## src/rtl/lsu_ctrl_if.sv

```systemverilog
// CPU-side request/response handshake bundle for lsu_ctrl.
// master = CPU datapath, slave = load/store unit.
interface lsu_ctrl_if #(
  parameter int WIDTH = 32
);
  logic             req_valid;
  logic             req_ready;
  logic             req_we;
  logic [2:0]       req_funct3;
  logic [WIDTH-1:0] req_addr;
  logic [WIDTH-1:0] req_wdata;
  logic             resp_valid;
  logic             resp_ready;
  logic [WIDTH-1:0] resp_rdata;
  logic             resp_err;

  modport master (
    output req_valid, req_we, req_funct3, req_addr, req_wdata, resp_ready,
    input  req_ready, resp_valid, resp_rdata, resp_err
  );

  modport slave (
    input  req_valid, req_we, req_funct3, req_addr, req_wdata, resp_ready,
    output req_ready, resp_valid, resp_rdata, resp_err
  );
endinterface

```

## src/rtl/lsu_ctrl.sv

```systemverilog
// Load/store unit: turns LB/LH/LW/LBU/LHU/SB/SH/SW into word-aligned RAM accesses,
// sub-word stores as read-modify-write. Optional macro LSU_BOUNDS_CHECK_EN.
module lsu_ctrl #(
  parameter int WIDTH         = 32,
  parameter int MEM_ADDR_BITS = 10
) (
  input  logic             clk,
  input  logic             rst,
  lsu_ctrl_if.slave        cpu,
  output logic             mem_we,
  output logic [WIDTH-1:0] mem_addr,
  output logic [WIDTH-1:0] mem_wd,
  input  logic [WIDTH-1:0] mem_rd
);

  if (WIDTH != 32 || MEM_ADDR_BITS < 2 || MEM_ADDR_BITS > WIDTH) begin : g_param_check
    $error("lsu_ctrl: WIDTH must be 32 and 2 <= MEM_ADDR_BITS <= WIDTH");
  end

  // ERR presents the error response directly so it is visible one cycle after accept.
  typedef enum logic [2:0] {
    S_IDLE, S_LOAD, S_MERGE, S_WRITE, S_ERR, S_RESP
  } state_e;

  state_e           state_q, state_d;
  logic             we_q, we_d;
  logic [2:0]       funct3_q, funct3_d;
  logic [WIDTH-1:0] addr_q, addr_d;
  logic [WIDTH-1:0] wdata_q, wdata_d;
  logic [WIDTH-1:0] rdata_q, rdata_d;
  logic             err_q, err_d;

  logic             f3_legal;
  logic             misaligned;
  logic             out_of_range;
  logic             req_bad;
  logic [WIDTH-1:0] rd_byte_sh;
  logic [WIDTH-1:0] rd_half_sh;
  logic [WIDTH-1:0] load_val;
  logic [WIDTH-1:0] merge_mask;
  logic [WIDTH-1:0] merge_ins;
  logic [WIDTH-1:0] merged;

  always_ff @(posedge clk or posedge rst) begin
    if (rst) begin
      state_q  <= S_IDLE;
      we_q     <= 1'b0;
      funct3_q <= 3'b000;
      addr_q   <= '0;
      wdata_q  <= '0;
      rdata_q  <= '0;
      err_q    <= 1'b0;
    end else begin
      state_q  <= state_d;
      we_q     <= we_d;
      funct3_q <= funct3_d;
      addr_q   <= addr_d;
      wdata_q  <= wdata_d;
      rdata_q  <= rdata_d;
      err_q    <= err_d;
    end
  end

  always_comb begin
    if (cpu.req_we) f3_legal = (cpu.req_funct3 inside {3'b000, 3'b001, 3'b010});
    else            f3_legal = (cpu.req_funct3 inside {3'b000, 3'b001, 3'b010, 3'b100, 3'b101});
    misaligned = ((cpu.req_funct3[1:0] == 2'b01) && cpu.req_addr[0]) ||
                 ((cpu.req_funct3[1:0] == 2'b10) && (cpu.req_addr[1:0] != 2'b00));
`ifdef LSU_BOUNDS_CHECK_EN
    out_of_range = |cpu.req_addr[WIDTH-1:MEM_ADDR_BITS];
`else
    out_of_range = 1'b0;
`endif
    req_bad = !f3_legal || misaligned || out_of_range;
  end

  always_comb begin
    rd_byte_sh = mem_rd >> {addr_q[1:0], 3'b000};
    rd_half_sh = mem_rd >> {addr_q[1], 4'b0000};
    case (funct3_q)
      3'b000:  load_val = {{24{rd_byte_sh[7]}}, rd_byte_sh[7:0]};
      3'b001:  load_val = {{16{rd_half_sh[15]}}, rd_half_sh[15:0]};
      3'b100:  load_val = {24'h000000, rd_byte_sh[7:0]};
      3'b101:  load_val = {16'h0000, rd_half_sh[15:0]};
      default: load_val = mem_rd;
    endcase
  end

  // Replicating the store data lets one mask select the target lane.
  always_comb begin
    if (funct3_q[1:0] == 2'b00) begin
      merge_mask = 32'h0000_00FF << {addr_q[1:0], 3'b000};
      merge_ins  = {4{wdata_q[7:0]}};
    end else begin
      merge_mask = 32'h0000_FFFF << {addr_q[1], 4'b0000};
      merge_ins  = {2{wdata_q[15:0]}};
    end
    merged = (mem_rd & ~merge_mask) | (merge_ins & merge_mask);
  end

  always_comb begin
    state_d  = state_q;
    we_d     = we_q;
    funct3_d = funct3_q;
    addr_d   = addr_q;
    wdata_d  = wdata_q;
    rdata_d  = rdata_q;
    err_d    = err_q;
    case (state_q)
      S_IDLE: begin
        if (cpu.req_valid) begin
          we_d     = cpu.req_we;
          funct3_d = cpu.req_funct3;
          addr_d   = cpu.req_addr;
          wdata_d  = cpu.req_wdata;
          rdata_d  = '0;
          err_d    = req_bad;
          if (req_bad)                          state_d = S_ERR;
          else if (!cpu.req_we)                 state_d = S_LOAD;
          else if (cpu.req_funct3[1:0] == 2'b10) state_d = S_WRITE;
          else                                  state_d = S_MERGE;
        end
      end
      S_LOAD: begin
        rdata_d = load_val;
        state_d = S_RESP;
      end
      S_MERGE: begin
        wdata_d = merged;
        state_d = S_WRITE;
      end
      S_WRITE: state_d = S_RESP;
      S_ERR:   state_d = cpu.resp_ready ? S_IDLE : S_RESP;
      S_RESP:  if (cpu.resp_ready) state_d = S_IDLE;
      default: state_d = S_IDLE;
    endcase
  end

  always_comb begin
    cpu.req_ready  = (state_q == S_IDLE);
    cpu.resp_valid = (state_q == S_RESP) || (state_q == S_ERR);
    cpu.resp_rdata = rdata_q;
    cpu.resp_err   = err_q;
    mem_we         = (state_q == S_WRITE);
    mem_wd         = (state_q == S_WRITE) ? wdata_q : '0;
    if (state_q inside {S_LOAD, S_MERGE, S_WRITE}) mem_addr = {addr_q[WIDTH-1:2], 2'b00};
    else                                           mem_addr = '0;
  end

endmodule

```

## src/flat_wrapper.sv

```systemverilog
// flat-port wrapper written by rule: the top's interface ports become plain ports
module lsu_ctrl_flat 
#(
  parameter int WIDTH         = 32,
  parameter int MEM_ADDR_BITS = 10
)
  (clk, rst, mem_we, mem_addr, mem_wd, mem_rd, cpu_req_valid, cpu_req_we, cpu_req_funct3, cpu_req_addr, cpu_req_wdata, cpu_resp_ready, cpu_req_ready, cpu_resp_valid, cpu_resp_rdata, cpu_resp_err);
  lsu_ctrl_if #(.WIDTH(WIDTH)) cpu_i ();
  input  logic clk;
  input  logic rst;
  output logic mem_we;
  output logic [WIDTH-1:0] mem_addr;
  output logic [WIDTH-1:0] mem_wd;
  input  logic [WIDTH-1:0] mem_rd;
  input wire logic [$bits(cpu_i.req_valid)-1:0] cpu_req_valid;
  input wire logic [$bits(cpu_i.req_we)-1:0] cpu_req_we;
  input wire logic [$bits(cpu_i.req_funct3)-1:0] cpu_req_funct3;
  input wire logic [$bits(cpu_i.req_addr)-1:0] cpu_req_addr;
  input wire logic [$bits(cpu_i.req_wdata)-1:0] cpu_req_wdata;
  input wire logic [$bits(cpu_i.resp_ready)-1:0] cpu_resp_ready;
  output wire logic [$bits(cpu_i.req_ready)-1:0] cpu_req_ready;
  output wire logic [$bits(cpu_i.resp_valid)-1:0] cpu_resp_valid;
  output wire logic [$bits(cpu_i.resp_rdata)-1:0] cpu_resp_rdata;
  output wire logic [$bits(cpu_i.resp_err)-1:0] cpu_resp_err;
  assign cpu_i.req_valid = cpu_req_valid;
  assign cpu_i.req_we = cpu_req_we;
  assign cpu_i.req_funct3 = cpu_req_funct3;
  assign cpu_i.req_addr = cpu_req_addr;
  assign cpu_i.req_wdata = cpu_req_wdata;
  assign cpu_i.resp_ready = cpu_resp_ready;
  assign cpu_req_ready = cpu_i.req_ready;
  assign cpu_resp_valid = cpu_i.resp_valid;
  assign cpu_resp_rdata = cpu_i.resp_rdata;
  assign cpu_resp_err = cpu_i.resp_err;
  lsu_ctrl #(.WIDTH(WIDTH), .MEM_ADDR_BITS(MEM_ADDR_BITS)) u_core (.clk(clk), .rst(rst), .cpu(cpu_i), .mem_we(mem_we), .mem_addr(mem_addr), .mem_wd(mem_wd), .mem_rd(mem_rd));
endmodule
```

## config.mk

```make
export PLATFORM = sky130hd
export DESIGN_NAME = lsu_ctrl_flat
export DESIGN_NICKNAME = d
export VERILOG_FILES = /design/src/rtl/lsu_ctrl_if.sv /design/src/rtl/lsu_ctrl.sv /design/src/flat_wrapper.sv
export SDC_FILE = /design/constraint.sdc
export NUM_CORES = 1
export LEC_CHECK = 0
export CAP_MARGIN = 10
export CELL_PAD_IN_SITES_DETAIL_PLACEMENT = 0
export CELL_PAD_IN_SITES_GLOBAL_PLACEMENT = 1
export CORE_ASPECT_RATIO = 1.75
export CORE_UTILIZATION = 30
export DETAILED_ROUTE_END_ITERATION = 6
export PLACE_DENSITY_LB_ADDON = 0.3
export SYNTH_ARGS = -nofsm -noshare
export SYNTH_HDL_FRONTEND = slang
export SYNTH_SLANG_ARGS = --single-unit
```

## constraint.sdc

```tcl
create_clock -name clk -period 3.15 [get_ports clk]
set_input_delay 0.63 -clock clk [delete_from_list [all_inputs] [get_ports clk]]
set_output_delay 0.63 -clock clk [all_outputs]
set_load 0.05 [all_outputs]
```

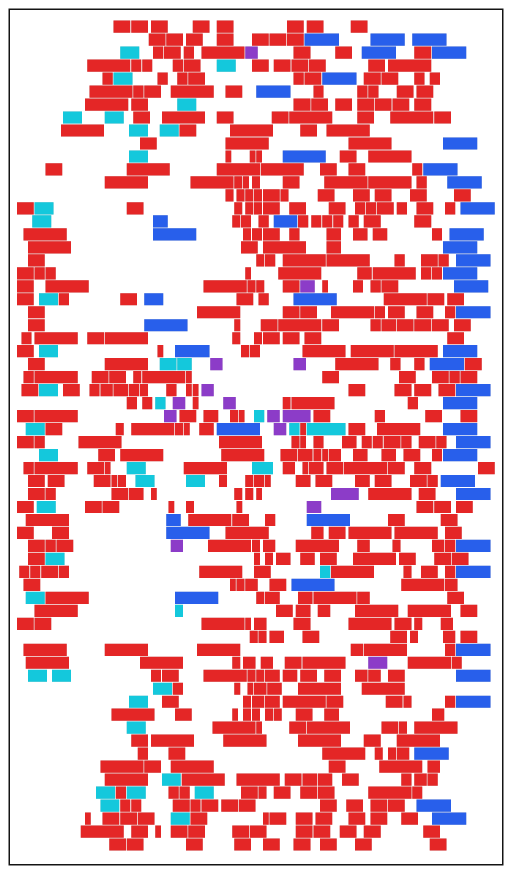
(cells by drive strength)
| size | color | cells |
|---|---|---|
| drive 1 or less | red | 575 |
| drive 3 to 4 | purple | 15 |
| drive 2 | cyan | 42 |
| drive 6 and up | blue | 48 |

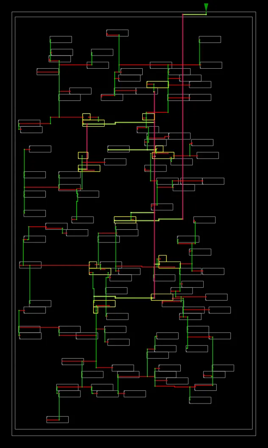
(clock nets)
cts bufs inserted: 9
clock buffer count: 10
number of flip-flops and latches: 103
clock latency of the later-clocked register in the worst-skew pair: 0.35 ns
clk_skew: 0.0111 ns

==> summary.txt <==
Latest figures from synthesis and place and route.

The share of post-route cells with drive strength above 1 is 15.4%. The number of warnings reported in the stage logs is 26. Ranked by total area, the top cell class in this layout is combinational gates. Of the total power, registers draw 31.7%. The hold path depth is 2. In the synthesized netlist the dominant register cell turns out to be sky130_fd_sc_hd__dfrtp_1.

The sequential portion of the cell area is 31.4%. The synthesis log from Yosys contains 0 warnings. After synthesis, flip-flops and latches occupy roughly half of the total area. The clock network contribution to total cell area is 3.53%. For reference, the clock transition at the flip-flops on the worst setup and hold paths is 0.07 ns. The post-route utilization of the core is recorded as 47.1%.

All stages included, the depth of the critical timing path comes to 5. The maximum number of pins on one net before global-route repair is 74. The via count of the first global-routing pass is 4838.

In the hold report, the worst path ends at u_core.cpu.resp_rdata[9]. The number of standard-cell rows in the floorplan is 64. The post-synthesis chip area from yosys is 5370 sq um. The area share of xor/xnor cells in the synthesized design is 0%.

The via density per instance is 5.09. The sequential cell area is 2580 sq um. The flow ran to the end, and the final reports show no timing, DRC or antenna violations. The count of endpoints failing setup in the final report is 0.

Yosys mapped a number of flops with a built-in enable equal to 0. The kind of cell with the highest combined delay on the critical path is buffers and inverters. The overall fraction of global-route tracks in use is 20.3%.
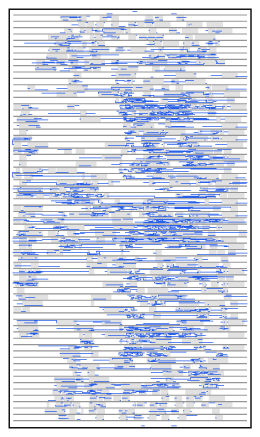
(M1 wires)
Supply wires on this layer in gray. Cells faint in the background.
main direction: horizontal
nets with wire on the layer: 663
share of all routed wire: 35%
wire length on this layer: 6220 um
Total Wirelength: 17.9 mm
Global Route met1 Usage: 21.8%
detailed-route via count: 4634

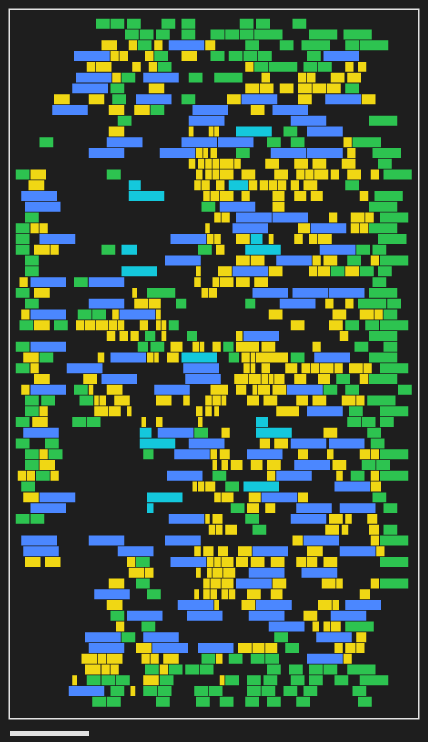
(placement by cell class)
Bar = 20 um.
| class | color | cells |
|---|---|---|
| other buffers and delay cells | green | 212 |
| all other logic | yellow | 349 |
| clock drivers and dummy loads | cyan | 16 |
| flip-flops | blue | 103 |

==> layer usage <==
layer | up-vias | share of wire, % | track usage (%)
met3 | 40 | 5.8 | 3.31
met5 | - | 0 | 0
met2 | 193 | 54 | 36.2
met1 | 2247 | 35 | 21.8
li1 | 2154 | - | -
met4 | 0 | 5.5 | 12.3
==> stage by stage <==
step	cells	worst slack, ns	total power, mW	area, sq um	hold slack (ns)
floorplan	491	0.539	5.32	5370	0.465
global route	911	0.106	8.27	8220	0.521
CTS	911	0.204	7.88	8220	0.503
finish	911	0.248	7.80	8220	0.499
global placement	895	0.674	6.66	7930	0.473
detailed placement	895	0.585	6.75	7930	0.483
Power is estimated from default activity; no workload was simulated.
